File: src/rtl/blackjack_pkg.sv
// rtl/blackjack_pkg.sv - deck constants, card record, dealer states and index helpers
package blackjack_pkg;

    localparam int DECK_SIZE = 52;
    localparam int RANKS     = 13;
    localparam int SUITS     = 4;

    typedef struct packed {
        logic [3:0] rank;
        logic [1:0] suit;
        logic [3:0] points;
    } card_t;

    typedef enum logic {
        IDLE  = 1'b0,
        PROBE = 1'b1
    } dealer_state_e;

    // Fold the 64 possible 6-bit values onto the deck; 52..63 land on 40..51.
    function automatic logic [5:0] map_rnd(input logic [5:0] r);
        return (r < 6'(DECK_SIZE)) ? r : r - 6'd12;
    endfunction

    // Linear probe step with wrap from the last card back to the first.
    function automatic logic [5:0] next_idx(input logic [5:0] i);
        return (i == 6'(DECK_SIZE - 1)) ? 6'd0 : i + 6'd1;
    endfunction

endpackage

File: src/rtl/card_decode.sv
// rtl/card_decode.sv - combinational deck index to rank, suit and blackjack points
module card_decode
    import blackjack_pkg::*;
#(
    parameter int ACE_HIGH = 1
) (
    input  logic [5:0] idx,
    output card_t      card
);

    logic [1:0] suit;
    logic [3:0] rank;

    // Split the index into suit (idx / 13) and rank (idx % 13 + 1), then score it.
    always_comb begin
        suit = 2'd0;
        rank = 4'(idx) + 4'd1;
        if (idx >= 6'(3 * RANKS)) begin
            suit = 2'd3;
            rank = 4'(idx - 6'(3 * RANKS)) + 4'd1;
        end else if (idx >= 6'(2 * RANKS)) begin
            suit = 2'd2;
            rank = 4'(idx - 6'(2 * RANKS)) + 4'd1;
        end else if (idx >= 6'(RANKS)) begin
            suit = 2'd1;
            rank = 4'(idx - 6'(RANKS)) + 4'd1;
        end
        card.rank = rank;
        card.suit = suit;
        if (rank == 4'd1) begin
            card.points = (ACE_HIGH != 0) ? 4'd11 : 4'd1;
        end else if (rank >= 4'd10) begin
            card.points = 4'd10;
        end else begin
            card.points = rank;
        end
    end

endmodule

File: src/rtl/card_dealer.sv
// rtl/card_dealer.sv - single-deck dealer without replacement; CARD_DEALER_PEEK_EN exposes dealt_map
module card_dealer
    import blackjack_pkg::*;
#(
    parameter int RND_W    = 9,
    parameter int ACE_HIGH = 1
) (
    input  logic             clk,
    input  logic             rst,
    input  logic [RND_W-1:0] rnd,
    input  logic             shuffle,
    input  logic             draw_req,
    output logic             busy,
    output logic             card_valid,
    output logic [3:0]       card_rank,
    output logic [1:0]       card_suit,
    output logic [3:0]       card_points,
    output logic [5:0]       cards_left,
`ifdef CARD_DEALER_PEEK_EN
    output logic [51:0]      dealt_map,
`endif
    output logic             empty_err
);

    dealer_state_e state;
    dealer_state_e state_nxt;
    logic [5:0]    idx;
    logic [51:0]   dealt;
    card_t         dec_card;
    logic          accept;
    logic          empty_hit;
    logic          slot_taken;

    if (RND_W > 6) begin : g_rnd_hi
        logic unused_rnd_hi;
        assign unused_rnd_hi = ^rnd[RND_W-1:6];
    end

    card_decode #(
        .ACE_HIGH (ACE_HIGH)
    ) u_card_decode (
        .idx  (idx),
        .card (dec_card)
    );

`ifdef CARD_DEALER_PEEK_EN
    assign dealt_map = dealt;
`endif

    // State register; shuffle handling lives in the next-state logic.
    always_ff @(posedge clk or posedge rst) begin
        if (rst) begin
            state <= IDLE;
        end else begin
            state <= state_nxt;
        end
    end

    // Next state: shuffle forces IDLE, accepted draws probe until a free slot turns up.
    always_comb begin
        state_nxt = state;
        if (shuffle) begin
            state_nxt = IDLE;
        end else begin
            case (state)
                IDLE:    if (accept) state_nxt = PROBE;
                PROBE:   if (!slot_taken) state_nxt = IDLE;
                default: state_nxt = IDLE;
            endcase
        end
    end

    // Decode outputs and handshake qualifiers from the current state.
    always_comb begin
        busy       = (state == PROBE);
        slot_taken = dealt[idx];
        accept     = (state == IDLE) && draw_req && !shuffle && (cards_left != 6'd0);
        empty_hit  = (state == IDLE) && draw_req && !shuffle && (cards_left == 6'd0);
    end

    // Datapath: probe index, dealt bitmap, deck count and registered card outputs.
    always_ff @(posedge clk or posedge rst) begin
        if (rst) begin
            idx         <= 6'd0;
            dealt       <= '0;
            cards_left  <= 6'(DECK_SIZE);
            card_valid  <= 1'b0;
            empty_err   <= 1'b0;
            card_rank   <= 4'd0;
            card_suit   <= 2'd0;
            card_points <= 4'd0;
        end else begin
            card_valid <= 1'b0;
            empty_err  <= 1'b0;
            if (shuffle) begin
                dealt      <= '0;
                cards_left <= 6'(DECK_SIZE);
            end else if (accept) begin
                idx <= map_rnd(rnd[5:0]);
            end else if (empty_hit) begin
                empty_err <= 1'b1;
            end else if (state == PROBE) begin
                if (slot_taken) begin
                    idx <= next_idx(idx);
                end else begin
                    dealt[idx]  <= 1'b1;
                    cards_left  <= cards_left - 6'd1;
                    card_valid  <= 1'b1;
                    card_rank   <= dec_card.rank;
                    card_suit   <= dec_card.suit;
                    card_points <= dec_card.points;
                end
            end
        end
    end

endmodule

File: config.mk
export PLATFORM = sky130hd
export DESIGN_NAME = card_dealer
export DESIGN_NICKNAME = d
export VERILOG_FILES = /design/src/rtl/blackjack_pkg.sv /design/src/rtl/card_decode.sv /design/src/rtl/card_dealer.sv
export SDC_FILE = /design/constraint.sdc
export NUM_CORES = 1
export LEC_CHECK = 0
export ABC_CLOCK_PERIOD_IN_PS = 3100
export CORE_ASPECT_RATIO = 0.9
export CORE_MARGIN = 1.5
export CORE_UTILIZATION = 51
export CTS_BUF_LIST = sky130_fd_sc_hd__clkbuf_2 sky130_fd_sc_hd__clkbuf_4 sky130_fd_sc_hd__clkbuf_8
export CTS_CLUSTER_SIZE = 40
export DETAILED_ROUTE_END_ITERATION = 7
export MAX_ROUTING_LAYER = met4
export PLACE_DENSITY = 0.74
export REMOVE_ABC_BUFFERS = 1
export SYNTH_ARGS = -nofsm -noshare
export SYNTH_HDL_FRONTEND = slang
export SYNTH_SLANG_ARGS = --single-unit
File: constraint.sdc
create_clock -name clk -period 3.1 [get_ports clk]
set_input_delay 0.31 -clock clk [delete_from_list [all_inputs] [get_ports clk]]
set_output_delay 0.31 -clock clk [all_outputs]
set_load 0.02 [all_outputs]
### Routed clock nets over the placement, run 1

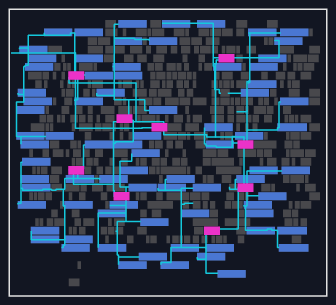
- cells driving clock nets: magenta (count 9)
- flip-flops: blue (count 77)
- clock wires: cyan (length 918 um)
- routed clock nets: 10
clock share of power: 0.216
Clk power: 698 uW

### Clock wiring as the flow saved it, run 1

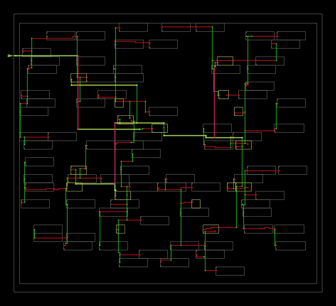
CLK BUF: 10
Sink Count: 77
Num CTS Buffers: 9
Latency at later pin: 0.36 ns
sequential cell count: 77

### Cell classes on the final placement, run 1

Fill, decap, tap and diode cells in grey.
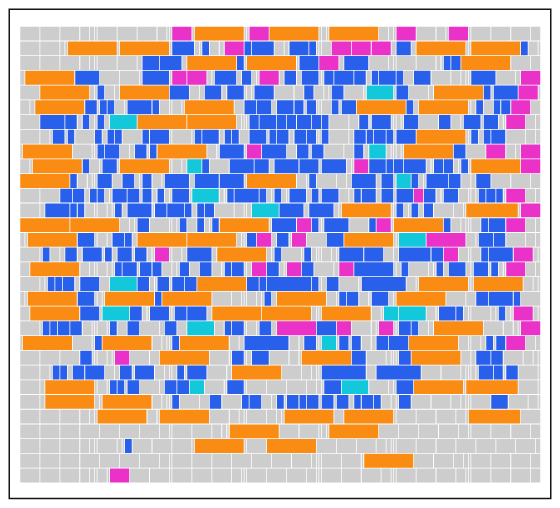
- clock drivers and dummy loads: cyan (cells 16; share of their area 3.9%)
- all other logic: blue (cells 324; share of their area 46%)
- flops: orange (cells 77; share of their area 41%)
- other buffers and delay cells: magenta (cells 45; share of their area 9.0%)
utilization after layout: 0.600
design area: 4870 um2
cell row count: 31
CORE AREA: 8110 um2

==> metrics.cfg, run 1 <==
[yosys]
yosys_warnings = 0
top_cell = dfrtp_1
simple_gate_area_frac = 0.168
ys_area_um2 = 4290
ys.flops = 77
yosys.cell_types.count = 65
synthCells = 430
adder_share = 0.0525
flop_cell = dfrtp_1
syn_avg_cell_area_um2 = 9.98
ys_sh_aoi = 0.185
edf_count = 0
mux_share = 0.0670
area_leaders = dfrtp_1, ha_1, a31oi_1

[sta]
setup_viol = 0
fin_skew_ns = 0.00903
min_period_ns = 2.80
setup_slack_ns = 0.302
rsz0062_at_grt = no
fin_crit_sh = 0.903
hold_viol = 0
setup-tns-final_ns = 0
max_freq_mhz = 357
worstMarginPinSlew_ns = 1.01

[flow_run]
max-cap-violations = 0
warnings = 41

[critical_path]
path_cells = buf_4 -> ha_1 -> a211oi_1 -> and2_1 -> mux2i_1 -> o21ai_0 -> a311oi_1 -> nor2_1 -> o32a_1
path_depth = 9
endpoint = card_points[1]$_DFFE_PP0P_
timing.rr.start = idx[0]$_DFFE_PP0P_
cp.required_ns = 3.34
worstSetupPathType = reg2reg
worstSetupStartpointType = flip-flop
crit_buf_inv = 1
reg2reg_slack_ns = 0.30
slowest_delay_ns = 0.52
slowest_stage = dfrtp_1

[global_route]
use_met2 = 0.364
grt_first_pass_wirelength_um = 17200
antenna_found_initial = 0
grt_max_degree = 57
grt_pass1_vias = 3396

[placed_design]
postPlaceCellArea_um2 = 4680
hpwl_um = 6800
dpl.cell_count = 545

[detailed_routing]
via_count = 3349
dr_wl_met3_um = 344
drtAntennaViolNets = 0
wl_met2_um = 4690

[floorplan]
chip_area_um2 = 8980
io_pins = 32
fp_util = 0.530
die_height_um = 90.0
fp.dieW_um = 99.7

[cts]
tritoncts = built
cts_resized = 0
path_clk_slew_ns = 0.08
clockRootBuffer = clkbuf_8

[final_layout]
largest_reg_flops = 52
regMostFlops = dealt
drive_above_1_share = 0.154
mostFrequentLayoutCells = dfrtp_1, nor2_1, a31oi_1
instances_no_fill = 561
final_nets = 488
comb_cells = 295

[pwr]
p_total_uw = 3220
power_switching_uw = 1270
pg_comb_uw = 1290
p_leak_uw = 0.00211
p_seq_uw = 1230

[hold_path]
hold_class = in2reg
hold_start = shuffle
hold-path-endpoint = cards_left[0]$_DFFE_PP0P_

[run_status]
status = completed

==> run 2, diff against run 1 <==
- GPL_TIMING_DRIVEN: not set -> 0
### Routed clock nets over the placement, run 2

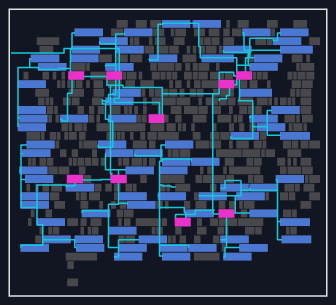
Latency at later pin: 0.35 ns
Setup Skew: 0.00850 ns
Clk power: 805 uW

==> metrics.cfg, run 2 <==
[critical_path]
cp.required_ns = 3.34  ; about the same
slowest_stage = dfrtp_4
crit_buf_inv = 1  ; unchanged
endpoint = card_points[1]$_DFFE_PP0P_
path_cells = mux4_2 -> a22oi_1 -> o21ai_1 -> a311o_4 -> nor2_4 -> nand2_4 -> clkinv_4 -> nand2_2 -> o32a_1
path_depth = 9  ; unchanged
slowest_delay_ns = 0.71  ; +0.19 ns
timing.rr.start = idx[0]$_DFFE_PP0P_
worstSetupStartpointType = flip-flop
reg2reg_slack_ns = 0.16  ; -0.14 ns
path_max_fanout = 34
worstSetupPathType = reg2reg

[final_layout]
regMostFlops = dealt
comb_cells = 296  ; +0.34%
instances_no_fill = 550  ; -2.0%
nClkBuffers = 13  ; +3
largest_reg_flops = 52  ; unchanged
drive_above_1_share = 0.146  ; -0.00734
utilization = 0.603  ; +0.00216
final_area_um2 = 4880  ; +0.36%
layout_top_cell = dfrtp_1
syn2layout_area_growth_pct = 13.8
final_nets = 477  ; -2.3%
fillers = 689
flops = 77  ; unchanged

[floorplan]
fp.dieW_um = 99.7  ; unchanged
coreArea_um2 = 8110  ; unchanged
io_pins = 32  ; unchanged
chip_area_um2 = 8980  ; unchanged
die_height_um = 90.0  ; unchanged
num_rows = 31  ; unchanged
fp_util = 0.530  ; unchanged

[sta]
min_period_ns = 2.94  ; +0.137 ns
setup_slack_ns = 0.165  ; -0.137 ns
slew_headroom = 0.551
worstMarginPinSlew_ns = 0.671  ; -0.344 ns
max_freq_mhz = 341  ; -4.7%
setup_viol = 0  ; unchanged
fin_crit_sh = 0.947  ; +0.0443
setup-tns-final_ns = 0  ; unchanged
hold_viol = 0  ; unchanged

[run_status]
status = completed

[yosys]
ys_sh_aoi = 0.185  ; unchanged
ys_area_um2 = 4290  ; unchanged
syn_avg_cell_area_um2 = 9.98  ; unchanged
top_cell = dfrtp_1
simple_gate_area_frac = 0.168  ; unchanged
edf_count = 0  ; unchanged
mux_share = 0.0670  ; unchanged
yosys.cell_types.count = 65  ; unchanged
adder_share = 0.0525  ; unchanged
flop_cell = dfrtp_1
yosys_warnings = 0  ; unchanged
area_leaders = dfrtp_1, ha_1, a31oi_1

[pwr]
p_seq_uw = 1330  ; +8%
p_leak_uw = 0.00210  ; -0.86%
p_clk_frac = 0.243  ; +0.027
p_total_uw = 3300  ; +2.5%
pg_comb_uw = 1170  ; -9%

[hold_path]
hold_class = in2async

[cts]
path_clk_slew_ns = 0.08  ; about the same
cts_made_buffers = 9  ; unchanged
clockRootBuffer = clkbuf_8
postCtsSetupBuffers = 2
tritoncts = built
cts.sinks = 77  ; unchanged
cts_resized = 5  ; +5

[global_route]
overflow = 0
use_met2 = 0.379  ; +0.0147
grt_first_pass_wirelength_um = 16900  ; -1.8%
grt_pass1_vias = 3412  ; +0.47%
grt_max_degree = 63  ; +11%
use_met1 = 0.332
antenna_found_initial = 0  ; unchanged

[detailed_routing]
dr_wl_met3_um = 466  ; +35%
drtAntennaViolNets = 0  ; unchanged
m1WireLength_um = 4520
wl_met2_um = 4760  ; +1.4%

[placed_design]
postPlaceCellArea_um2 = 4610  ; -1.6%
dpl.cell_count = 531  ; -2.6%
hpwl_um = 6540  ; -3.8%

[flow_run]
warnings = 41  ; unchanged
max-cap-violations = 0  ; unchanged

Power and IR drop assume default switching activity.
